File: config.mk
export PLATFORM = sky130hd
export DESIGN_NAME = int_ctrl_flat
export DESIGN_NICKNAME = d
export VERILOG_FILES = /design/src/rtl/int_ctrl_if.sv /design/src/rtl/int_ctrl.sv /design/src/flat_wrapper.sv
export SDC_FILE = /design/constraint.sdc
export NUM_CORES = 1
export LEC_CHECK = 0
export CORE_UTILIZATION = 29
export CTS_CLUSTER_SIZE = 12
export DETAILED_ROUTE_END_ITERATION = 10
export PLACE_DENSITY = 0.67
export SLEW_MARGIN = 20
export SYNTH_ARGS = -nofsm -noshare
export SYNTH_HDL_FRONTEND = slang
export SYNTH_SLANG_ARGS = --single-unit
File: constraint.sdc
create_clock -name clk -period 1.3 [get_ports clk]
set_input_delay 0.26 -clock clk [delete_from_list [all_inputs] [get_ports clk]]
set_output_delay 0.26 -clock clk [all_outputs]
set_load 0.05 [all_outputs]
File: src/rtl/int_ctrl_if.sv
// Handshake bundle between the interrupt controller and the program sequencer.
// The master modport is the sequencer/environment side; the slave modport is int_ctrl.
interface int_ctrl_if #(
  parameter int unsigned NUM_IRQ  = 4,
  parameter int unsigned PMA_SIZE = 16
);
  logic [NUM_IRQ-1:0]  irq_in;
  logic                mask_wen;
  logic [NUM_IRQ-1:0]  mask_wdata;
  logic                ps_idle;
  logic                ps_int_ack;
  logic                ps_rti;
  logic                int_req;
  logic [PMA_SIZE-1:0] int_vec;
  logic [2:0]          int_id;
  logic                ps_wake;
  logic [NUM_IRQ-1:0]  pending;
  logic                in_service;

  modport master (
    output irq_in, mask_wen, mask_wdata, ps_idle, ps_int_ack, ps_rti,
    input  int_req, int_vec, int_id, ps_wake, pending, in_service
  );

  modport slave (
    input  irq_in, mask_wen, mask_wdata, ps_idle, ps_int_ack, ps_rti,
    output int_req, int_vec, int_id, ps_wake, pending, in_service
  );
endinterface

File: src/rtl/int_ctrl.sv
// Fixed-priority, non-nesting interrupt controller: edge-detected sources, maskable
// arbitration, vector offer/ack handshake and return-from-interrupt to the sequencer.
module int_ctrl #(
  parameter int unsigned NUM_IRQ    = 4,
  parameter int unsigned PMA_SIZE   = 16,
  parameter int unsigned VEC_BASE   = 32'h0000_0010,
  parameter int unsigned VEC_STRIDE = 4
) (
  input logic       clk,
  input logic       reset,
  int_ctrl_if.slave bus
);

  typedef enum logic [1:0] {StIdle, StOffer, StService} state_e;

  state_e              state_q, state_d;
  logic [NUM_IRQ-1:0]  irq_q, irq_prev_q;
  logic [NUM_IRQ-1:0]  pending_q, pending_d;
  logic [NUM_IRQ-1:0]  mask_q, mask_d;
  logic [2:0]          int_id_q, int_id_d;
  logic [PMA_SIZE-1:0] int_vec_q, int_vec_d;
  logic                wake_q, wake_d;

  logic [NUM_IRQ-1:0]  irq_edge;
  logic [NUM_IRQ-1:0]  eligible;
  logic [NUM_IRQ-1:0]  id_onehot;
  logic [NUM_IRQ-1:0]  pend_clr;
  logic [2:0]          winner;
  logic                found;
  logic [PMA_SIZE-1:0] vec_calc;
  logic                withdraw;

  assign irq_edge  = irq_q & ~irq_prev_q;
  assign eligible  = pending_q & mask_q;
  assign id_onehot = NUM_IRQ'(1) << int_id_q;
  assign mask_d    = bus.mask_wen ? bus.mask_wdata : mask_q;
  assign vec_calc  = PMA_SIZE'(VEC_BASE + 32'(winner) * VEC_STRIDE);

  // Offered source disabled either already (mask written during arbitration) or right now.
  assign withdraw = ~|(mask_q & id_onehot) |
                    (bus.mask_wen & ~|(bus.mask_wdata & id_onehot));

  // Lowest eligible index wins.
  always_comb begin
    winner = 3'd0;
    found  = 1'b0;
    for (int i = 0; i < int'(NUM_IRQ); i++) begin
      if (eligible[i] && !found) begin
        winner = 3'(i);
        found  = 1'b1;
      end
    end
  end

  always_comb begin
    state_d   = state_q;
    int_id_d  = int_id_q;
    int_vec_d = int_vec_q;
    wake_d    = 1'b0;
    pend_clr  = '0;
    unique case (state_q)
      StIdle: begin
        if (|eligible) begin
          state_d   = StOffer;
          int_id_d  = winner;
          int_vec_d = vec_calc;
          wake_d    = bus.ps_idle;
        end
      end
      StOffer: begin
        if (bus.ps_int_ack) begin
          state_d  = StService;
          pend_clr = id_onehot;
        end else if (withdraw) begin
          state_d = StIdle;
        end
      end
      StService: begin
        if (bus.ps_rti) state_d = StIdle;
      end
      default: state_d = StIdle;
    endcase
    // A fresh edge on the source being acknowledged must survive the clear.
    pending_d = (pending_q & ~pend_clr) | irq_edge;
  end

  always_ff @(posedge clk) begin
    if (reset) begin
      state_q    <= StIdle;
      irq_q      <= '0;
      irq_prev_q <= '0;
      pending_q  <= '0;
      mask_q     <= '0;
      int_id_q   <= 3'd0;
      int_vec_q  <= '0;
      wake_q     <= 1'b0;
    end else begin
      state_q    <= state_d;
      irq_q      <= bus.irq_in;
      irq_prev_q <= irq_q;
      pending_q  <= pending_d;
      mask_q     <= mask_d;
      int_id_q   <= int_id_d;
      int_vec_q  <= int_vec_d;
      wake_q     <= wake_d;
    end
  end

  assign bus.int_req    = (state_q == StOffer);
  assign bus.in_service = (state_q == StService);
  assign bus.int_id     = int_id_q;
  assign bus.int_vec    = int_vec_q;
  assign bus.ps_wake    = wake_q;
  assign bus.pending    = pending_q;

endmodule

File: src/flat_wrapper.sv
// flat-port wrapper written by rule: the top's interface ports become plain ports
module int_ctrl_flat 
#(
  parameter int unsigned NUM_IRQ    = 4,
  parameter int unsigned PMA_SIZE   = 16,
  parameter int unsigned VEC_BASE   = 32'h0000_0010,
  parameter int unsigned VEC_STRIDE = 4
)
  (clk, reset, bus_irq_in, bus_mask_wen, bus_mask_wdata, bus_ps_idle, bus_ps_int_ack, bus_ps_rti, bus_int_req, bus_int_vec, bus_int_id, bus_ps_wake, bus_pending, bus_in_service);
  int_ctrl_if #(.NUM_IRQ(NUM_IRQ), .PMA_SIZE(PMA_SIZE)) bus_i ();
  input logic clk;
  input logic reset;
  input wire logic [$bits(bus_i.irq_in)-1:0] bus_irq_in;
  input wire logic [$bits(bus_i.mask_wen)-1:0] bus_mask_wen;
  input wire logic [$bits(bus_i.mask_wdata)-1:0] bus_mask_wdata;
  input wire logic [$bits(bus_i.ps_idle)-1:0] bus_ps_idle;
  input wire logic [$bits(bus_i.ps_int_ack)-1:0] bus_ps_int_ack;
  input wire logic [$bits(bus_i.ps_rti)-1:0] bus_ps_rti;
  output wire logic [$bits(bus_i.int_req)-1:0] bus_int_req;
  output wire logic [$bits(bus_i.int_vec)-1:0] bus_int_vec;
  output wire logic [$bits(bus_i.int_id)-1:0] bus_int_id;
  output wire logic [$bits(bus_i.ps_wake)-1:0] bus_ps_wake;
  output wire logic [$bits(bus_i.pending)-1:0] bus_pending;
  output wire logic [$bits(bus_i.in_service)-1:0] bus_in_service;
  assign bus_i.irq_in = bus_irq_in;
  assign bus_i.mask_wen = bus_mask_wen;
  assign bus_i.mask_wdata = bus_mask_wdata;
  assign bus_i.ps_idle = bus_ps_idle;
  assign bus_i.ps_int_ack = bus_ps_int_ack;
  assign bus_i.ps_rti = bus_ps_rti;
  assign bus_int_req = bus_i.int_req;
  assign bus_int_vec = bus_i.int_vec;
  assign bus_int_id = bus_i.int_id;
  assign bus_ps_wake = bus_i.ps_wake;
  assign bus_pending = bus_i.pending;
  assign bus_in_service = bus_i.in_service;
  int_ctrl #(.NUM_IRQ(NUM_IRQ), .PMA_SIZE(PMA_SIZE), .VEC_BASE(VEC_BASE), .VEC_STRIDE(VEC_STRIDE)) u_core (.clk(clk), .reset(reset), .bus(bus_i));
endmodule
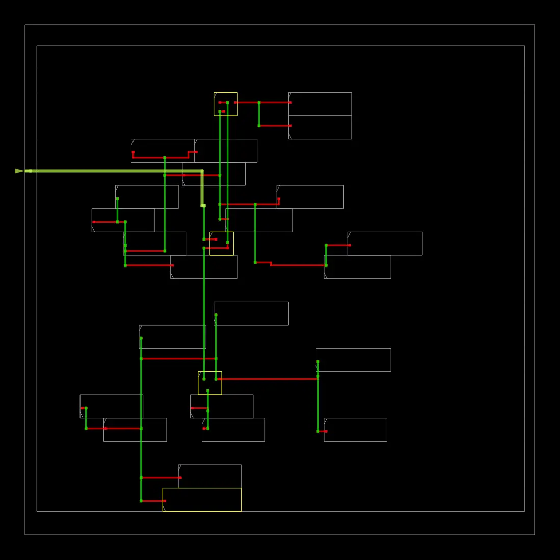
(run_1/clocks.png)
Worst Skew: 0.00892 ns
Seq cells: 22
Clk Latency, worst-skew pair: 0.31 ns
# clk buffers: 4
total CTS buffers: 3

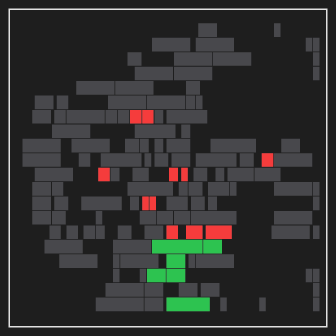
(run_1/logic_types.png)
colour	family	cells	where
red	nand cells	11	centre
green	mux cells	6	bottom centre
logic share of the area: 30.7%
post-route non-filler standard cell count: 171

==> reports/results.txt, run 1 <==
Invs w/o clock: 2
Met1 usage: 13.6%
RSZ-0062 raised after global routing: true
Multiplexer share: 9.24%
Logic area: 443 sq um
Final Power: 0.00156 W
Levels on crit path: 2
NetSw: 0.000463 W
Worst setup path endpoint: bus_in_service
Worst hold path class: flop to flop
Aoi share: 11.7%
R2r worst-path depth: 4
Drt first pass iters: 4
Cells after Synth: 98
Drt drc: 0
Vias: 734
Synth flops: 22
Async SR Flop Fraction: 0%
Antenna violations before repair: 0
Yosys synthesis warning count: 0
Unique cell types: 25
Clock Power Share: 28.6%
Total Routing Usage GR: 11.4%
Top power group: registers
Htree depth: 1
Syn Area/Cell: 9.81 sq um
DRT iter0 DRCs: 14
Most frequent cell after synthesis: dfxtp_1
First-pass GRT wire length: 2860 um
R2R setup slack: 0.03 ns
Most frequent cells in the layout: conb_1 (14), dfxtp_1 (14), clkdlybuf4s50_1 (13), buf_12 (12)
Pint: 0.00110 W
Final Max Tran Viols: 0
Vias in the first global route: 674
Pwr Density: 1080 nW/um^2
Worst path buffer plus inverter count: 1
Fmax: 0.787 GHz
Sequential Power Share: 47.6%
Number of signal-net buffers in the layout: 32
CTS Sinks: 22
Yosys stat area: 961 sq um
Global route total overflow: 0
Post-CTS Resized: 3
Crit Reg-Reg Startpoint: u_core.bus.int_id[0]
GR Layer Usage met3: 2.18%
DR vias/cell: 4.29
TritonCTS clock tree: yes
Min Tclk post-route: 1.27 ns
DP Wirelength: 1380 um
Starting Density: 31.0%
Critical path class: flop to output pin
Comb power frac: 23.8%
Final WS setup: 0.0291 ns
CP Data Required Time: 1.04 ns
Worst Path Max Fanout: 3
Pin count of the biggest net entering global routing: 14
Area Growth Syn to Fin: 50.0%
Post-synthesis cell area: 961 sq um
Synth area leaders: dfxtp_1 (46%), buf_4 (13%), nor2b_1 (7.2%)
Met2 usage: 17.7%
Final setup fails: 0
Post-synthesis adder-cell area fraction: 0%
Clk pwr: 0.000447 W
Post-CTS setup buffers: 1
Crit. End Element: output pin
Yosys Instances: 98
Outcome: finished clean
TAP cells: 44
Worst-path clk slew: 0.13 ns
Diode count: 0
Final instance area: 1440 sq um
Post-Synth Simple-Gate Area: 16.8%
Wire length on met2: 924 um
Hold_ws: 0.471 ns
Register area share after synthesis: 45.8%
P_leak: 0.566 nW
WL met1: 747 um
IO Port Bufs: 25
Max Cap Violations: 0
Routed len/inst: 10.5 um
Share of layout cells above drive strength 1: 28.3%
Top Usage Layer GRT: met2
DP Area: 1360 sq um
Slowest stage delay, CP: 0.39 ns
Number of placement rows: 20
Top logic family: simple AND/OR/NAND/NOR gates
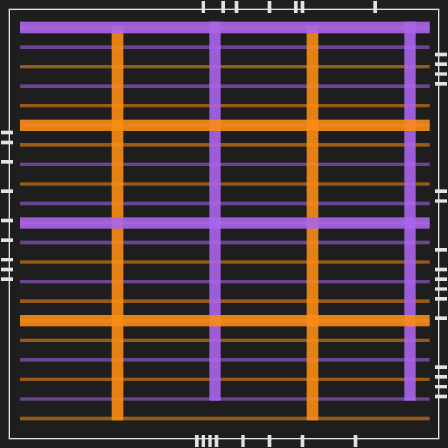
(run_1/power_grid.png)
Pins as bars on the die edge.
colour	net
orange	VSS
purple	VDD
rows	20
met4 straps	4
met1 rails	21
met5 straps	4
signal pins	40
Die H: 59.6 um
peak supply drop: 0.480 mV
Die X: 59.6 um
core footprint: 3100 sq um

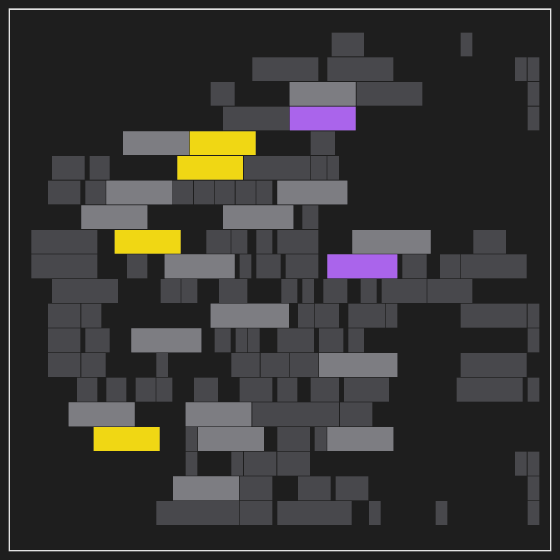
(run_1/flops_by_reg.png)
colour	netlist name	placed flops
yellow	u_core.irq_prev_q	4
purple	u_core.bus.int_vec	2
not coloured	16
final core utilization: 46.5%
Seq/total area: 31.8%
FF/Latch Area: 458 sq um
sequential power: 0.000744 W

## Run 2: what changed since run 1
--- a/config.mk
+++ b/config.mk
@@ -5,10 +5,11 @@
 export SDC_FILE = /design/constraint.sdc
 export NUM_CORES = 1
 export LEC_CHECK = 0
+export CAP_MARGIN = 40
 export CORE_UTILIZATION = 29
 export CTS_CLUSTER_SIZE = 12
 export DETAILED_ROUTE_END_ITERATION = 10
-export PLACE_DENSITY = 0.67
+export PLACE_DENSITY_LB_ADDON = 0.1
 export SLEW_MARGIN = 20
 export SYNTH_ARGS = -nofsm -noshare
 export SYNTH_HDL_FRONTEND = slang
==> constraint.sdc (replaced) <==
create_clock -name clk -period 1 [get_ports clk]
set_input_delay 0.2 -clock clk [delete_from_list [all_inputs] [get_ports clk]]
set_output_delay 0.2 -clock clk [all_outputs]
set_load 0.05 [all_outputs]
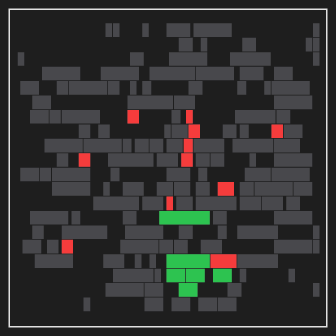
(run_2/logic_types.png)
colour	family	cells
red	nand cells	11
green	mux cells	6
highest-count logic cell in the final layout: buf_4
post-route non-filler standard cell count: 188
logic share of the area: 29.0%

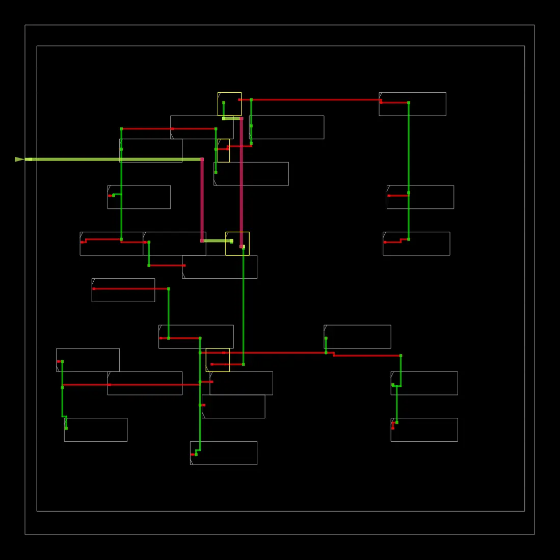
(run_2/clocks.png)
Worst Skew: 0.00453 ns
CTS Sinks: 22
Clk Latency, worst-skew pair: 0.30 ns
clk pwr: 0.000409 W

==> run 2 against run 1 <==
  * The flow now finishes with violations (setup timing)
  * Non-clock buffer count rose by 17
  * First-iteration DRC count fell by 29%
  * Final area rose by 12%
  * Critical path depth rose by 2
  * Sequential power rose by 28%
  * Clock power fell by 8.5%
  * Combinational power rose by 57%
  * Core utilization rose by 5.8 points
  * Die area did not move
  * Critical endpoint is now u_core.state_q[0]
==> reports/results.txt, run 2 <==
Outcome: finished with violations
Failing checks: setup timing
Routed len/inst: 10.5 um (about the same)
Share of layout cells above drive strength 1: 42.4% (+14 points)
Worst path buffer plus inverter count: 0 (-1)
Antenna violations before repair: 0 (unchanged)
Hold_ws: 0.432 ns (-0.0396 ns)
DP Wirelength: 1410 um (+2.0%)
Drt drc: 0 (unchanged)
Unique cell types: 25 (unchanged)
Core footprint: 3100 sq um (unchanged)
Clock Power Share: 21.0% (-7.6 points)
Critical path class: flop to flop
Fmax: 0.787 GHz
DR vias/cell: 4.23 (-1.4%)
Worst-path clk slew: 0.12 ns (about the same)
Final GP Congestion: 0.824
DRT iter0 DRCs: 10 (-4)
Peak supply drop: 0.574 mV (+20%)
Final WS setup: -0.271 ns (-0.301 ns)
IO Port Bufs: 25 (unchanged)
Yosys Instances: 98 (unchanged)
CP Data Required Time: 1.20 ns (+0.16 ns)
Die H: 59.6 um (unchanged)
Async SR Flop Fraction: 0% (unchanged)
# clk buffers: 4 (unchanged)
Pin count of the biggest net entering global routing: 23 (+9)
Vias: 796 (+8.4%)
RSZ-0062 raised after global routing: true
Most frequent cells in the layout: buf_4 (15), conb_1 (14), clkdlybuf4s50_1 (13), buf_12 (13), dfxtp_1 (10)
Synth area leaders: dfxtp_1 (46%), buf_4 (13%), nor2b_1 (7.2%)
Area Growth Syn to Fin: 68.6%
Wire length on met2: 982 um (+6.3%)
Cells after Synth: 98 (unchanged)
Drt first pass iters: 3 (-1)
FF/Latch Area: 468 sq um (+2.2%)
Seq cells: 22 (unchanged)
Invs w/o clock: 2 (unchanged)
Min Tclk post-route: 1.27 ns
Post-Synth Simple-Gate Area: 16.8% (unchanged)
Sequential power: 0.000954 W (+28%)
Pwr Density: 1200 nW/um^2 (+11%)
Final Power: 0.00194 W (+24%)
Pint: 0.00135 W (+22%)
GR Layer Usage met3: 1.97% (-0.22 points)
Post-CTS setup buffers: 6 (+5)
Levels on crit path: 4 (+2)
Multiplexer share: 9.24% (unchanged)
Aoi share: 11.7% (unchanged)
Logic area: 470 sq um (+6.2%)
Worst Path Max Fanout: 3 (unchanged)
R2R setup slack: -0.27 ns (-0.30 ns)
TritonCTS clock tree: yes
Final setup fails: 21 (+21)
Post-synthesis adder-cell area fraction: 0% (unchanged)
Final core utilization: 52.2% (+5.8 points)
Starting Density: 31.0% (unchanged)
Die X: 59.6 um (unchanged)
TAP cells: 44 (unchanged)
Post-CTS Resized: 19 (+16)
Worst setup path endpoint: u_core.state_q[0]
NetSw: 0.000599 W (+29%)
Number of signal-net buffers in the layout: 49 (+53%)
Total Routing Usage GR: 11.9% (+0.49 points)
Vias in the first global route: 704 (+4.5%)
Comb power frac: 29.9% (+6.1 points)
Min-delay src: bus_irq_in[3]
Max Cap Violations: 0 (unchanged)
Htree depth: 1 (unchanged)
Met1 usage: 14.2% (+0.61 points)
Top Usage Layer GRT: met2
P_leak: 0.662 nW (+17%)
First-pass GRT wire length: 3060 um (+6.7%)
Yosys synthesis warning count: 0 (unchanged)
Total CTS buffers: 3 (unchanged)
Slowest stage delay, CP: 0.48 ns (+0.09 ns)
Sequential Power Share: 49.1% (+1.5 points)
Top power group: registers
Syn Area/Cell: 9.81 sq um (unchanged)
Met2 usage: 19.4% (+1.8 points)
Seq/total area: 28.9% (-2.9 points)
DP Area: 1480 sq um (+8.5%)
Post-synthesis cell area: 961 sq um (unchanged)
Yosys stat area: 961 sq um (unchanged)
## Run 3: what changed since run 2
--- a/config.mk
+++ b/config.mk
@@ -9,6 +9,7 @@
 export CORE_UTILIZATION = 29
 export CTS_CLUSTER_SIZE = 12
 export DETAILED_ROUTE_END_ITERATION = 10
+export HOLD_SLACK_MARGIN = 0.02
 export PLACE_DENSITY_LB_ADDON = 0.1
 export SLEW_MARGIN = 20
 export SYNTH_ARGS = -nofsm -noshare
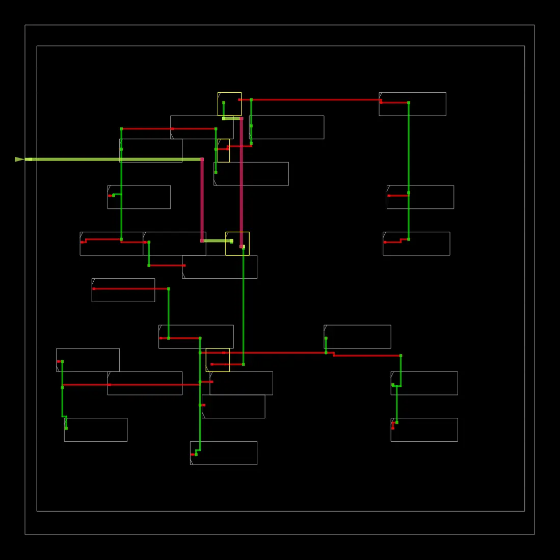
(run_3/clocks.png)

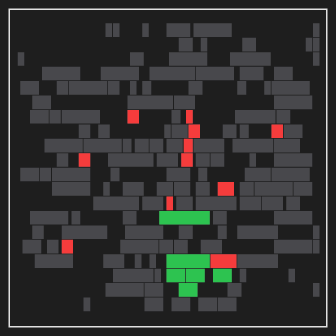
(run_3/logic_types.png)
colour	family	cells
green	mux cells	6
red	nand cells	11

==> run 3 against run 2 <==
  * Sequential power hardly changed
  * Non-clock buffer count stayed put
  * Clock-buffer cell count stayed put
  * Register-to-register slack hardly changed
  * Critical path depth stayed put
  * The flow still finishes with violations (setup timing)
  * Largest power group unchanged
==> reports/results.txt, run 3 <==
Comb power frac: 29.9% (about the same)
Top power group: registers
Vias: 796 (unchanged)
Min-delay src: bus_irq_in[3]
Invs w/o clock: 2 (unchanged)
Pint: 0.00135 W (unchanged)
Post-CTS Resized: 19 (unchanged)
CTS Sinks: 22 (unchanged)
Most frequent cells in the layout: buf_4 (15), conb_1 (14), clkdlybuf4s50_1 (13), buf_12 (13), dfxtp_1 (10)
Multiplexer share: 9.24% (unchanged)
Failing checks: setup timing
Core footprint: 3100 sq um (unchanged)
Critical path class: flop to flop
DP Wirelength: 1410 um (unchanged)
Final setup fails: 21 (unchanged)
Outcome: finished with violations
Final GP Congestion: 0.824 (unchanged)
Yosys synthesis warning count: 0 (unchanged)
Worst Skew: 0.00453 ns (unchanged)
DRT iter0 DRCs: 10 (unchanged)
Post-CTS setup buffers: 6 (unchanged)
Total CTS buffers: 3 (unchanged)
Worst Path Max Fanout: 3 (unchanged)
TAP cells: 44 (unchanged)
Sequential Power Share: 49.1% (about the same)
Clk pwr: 0.000409 W (about the same)
Final Power: 0.00194 W (unchanged)
Seq/total area: 28.9% (unchanged)
Die X: 59.6 um (unchanged)
Min Tclk post-route: 1.27 ns (unchanged)
Post-Synth Simple-Gate Area: 16.8% (unchanged)
First-pass GRT wire length: 3060 um (unchanged)
Met2 usage: 19.4% (unchanged)
Peak supply drop: 0.574 mV (unchanged)
Total Routing Usage GR: 11.9% (unchanged)
Hold_ws: 0.432 ns (unchanged)
Cells after Synth: 98 (unchanged)
Post-route non-filler standard cell count: 188 (unchanged)
Die H: 59.6 um (unchanged)
Vias in the first global route: 704 (unchanged)
Combinational power: 0.000582 W
Area Growth Syn to Fin: 68.6% (unchanged)
Antenna violations before repair: 0 (unchanged)
RSZ-0062 raised after global routing: true
Met1 usage: 14.2% (unchanged)
Logic area: 470 sq um (unchanged)
Top Usage Layer GRT: met2
Worst-path clk slew: 0.12 ns (about the same)
Yosys stat area: 961 sq um (unchanged)
Number of signal-net buffers in the layout: 49 (unchanged)
Htree depth: 1 (unchanged)
Worst setup path endpoint: u_core.state_q[0]
Post-synthesis cell area: 961 sq um (unchanged)
Share of layout cells above drive strength 1: 42.4% (unchanged)
Final WS setup: -0.271 ns (unchanged)
Pin count of the biggest net entering global routing: 23 (unchanged)
Async SR Flop Fraction: 0% (unchanged)
GR Layer Usage met3: 1.97% (unchanged)
Aoi share: 11.7% (unchanged)
Max Cap Violations: 0 (unchanged)
IO Port Bufs: 25 (unchanged)
Logic share of the area: 29.0% (unchanged)
Routed len/inst: 10.5 um (unchanged)
Sequential power: 0.000954 W (about the same)
Seq cells: 22 (unchanged)
NetSw: 0.000599 W (unchanged)
Syn Area/Cell: 9.81 sq um (unchanged)
Levels on crit path: 4 (unchanged)
R2R setup slack: -0.27 ns (about the same)
Pwr Density: 1200 nW/um^2 (unchanged)
FF/Latch Area: 468 sq um (unchanged)
OpenROAD warning count: 29
Drt drc: 0 (unchanged)
Slowest stage delay, CP: 0.48 ns (about the same)
Highest-count logic cell in the final layout: buf_4
Unique cell types: 25 (unchanged)
CP Data Required Time: 1.20 ns (about the same)
Drt first pass iters: 3 (unchanged)
Final core utilization: 52.2% (unchanged)
DR vias/cell: 4.23 (unchanged)
Wire length on met2: 982 um (unchanged)
Clock Power Share: 21.0% (about the same)
Worst path buffer plus inverter count: 0 (unchanged)
Synth area leaders: dfxtp_1 (46%), buf_4 (13%), nor2b_1 (7.2%)

## Gallery

The metal 1 layer.
Supply wires on this layer in grey.
image #1
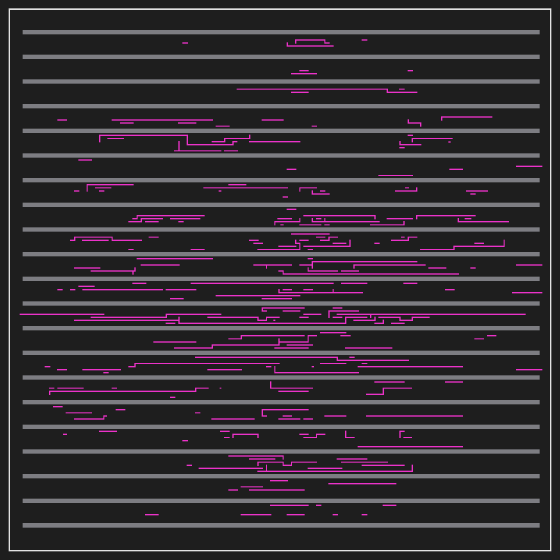
image #2
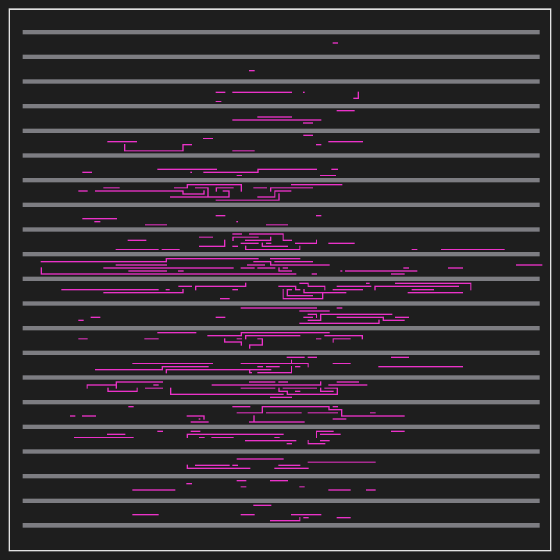
Run 2 is image #1.
Run 1 is image #2.

No activity file was given, so power comes from the tool's default toggle rates.
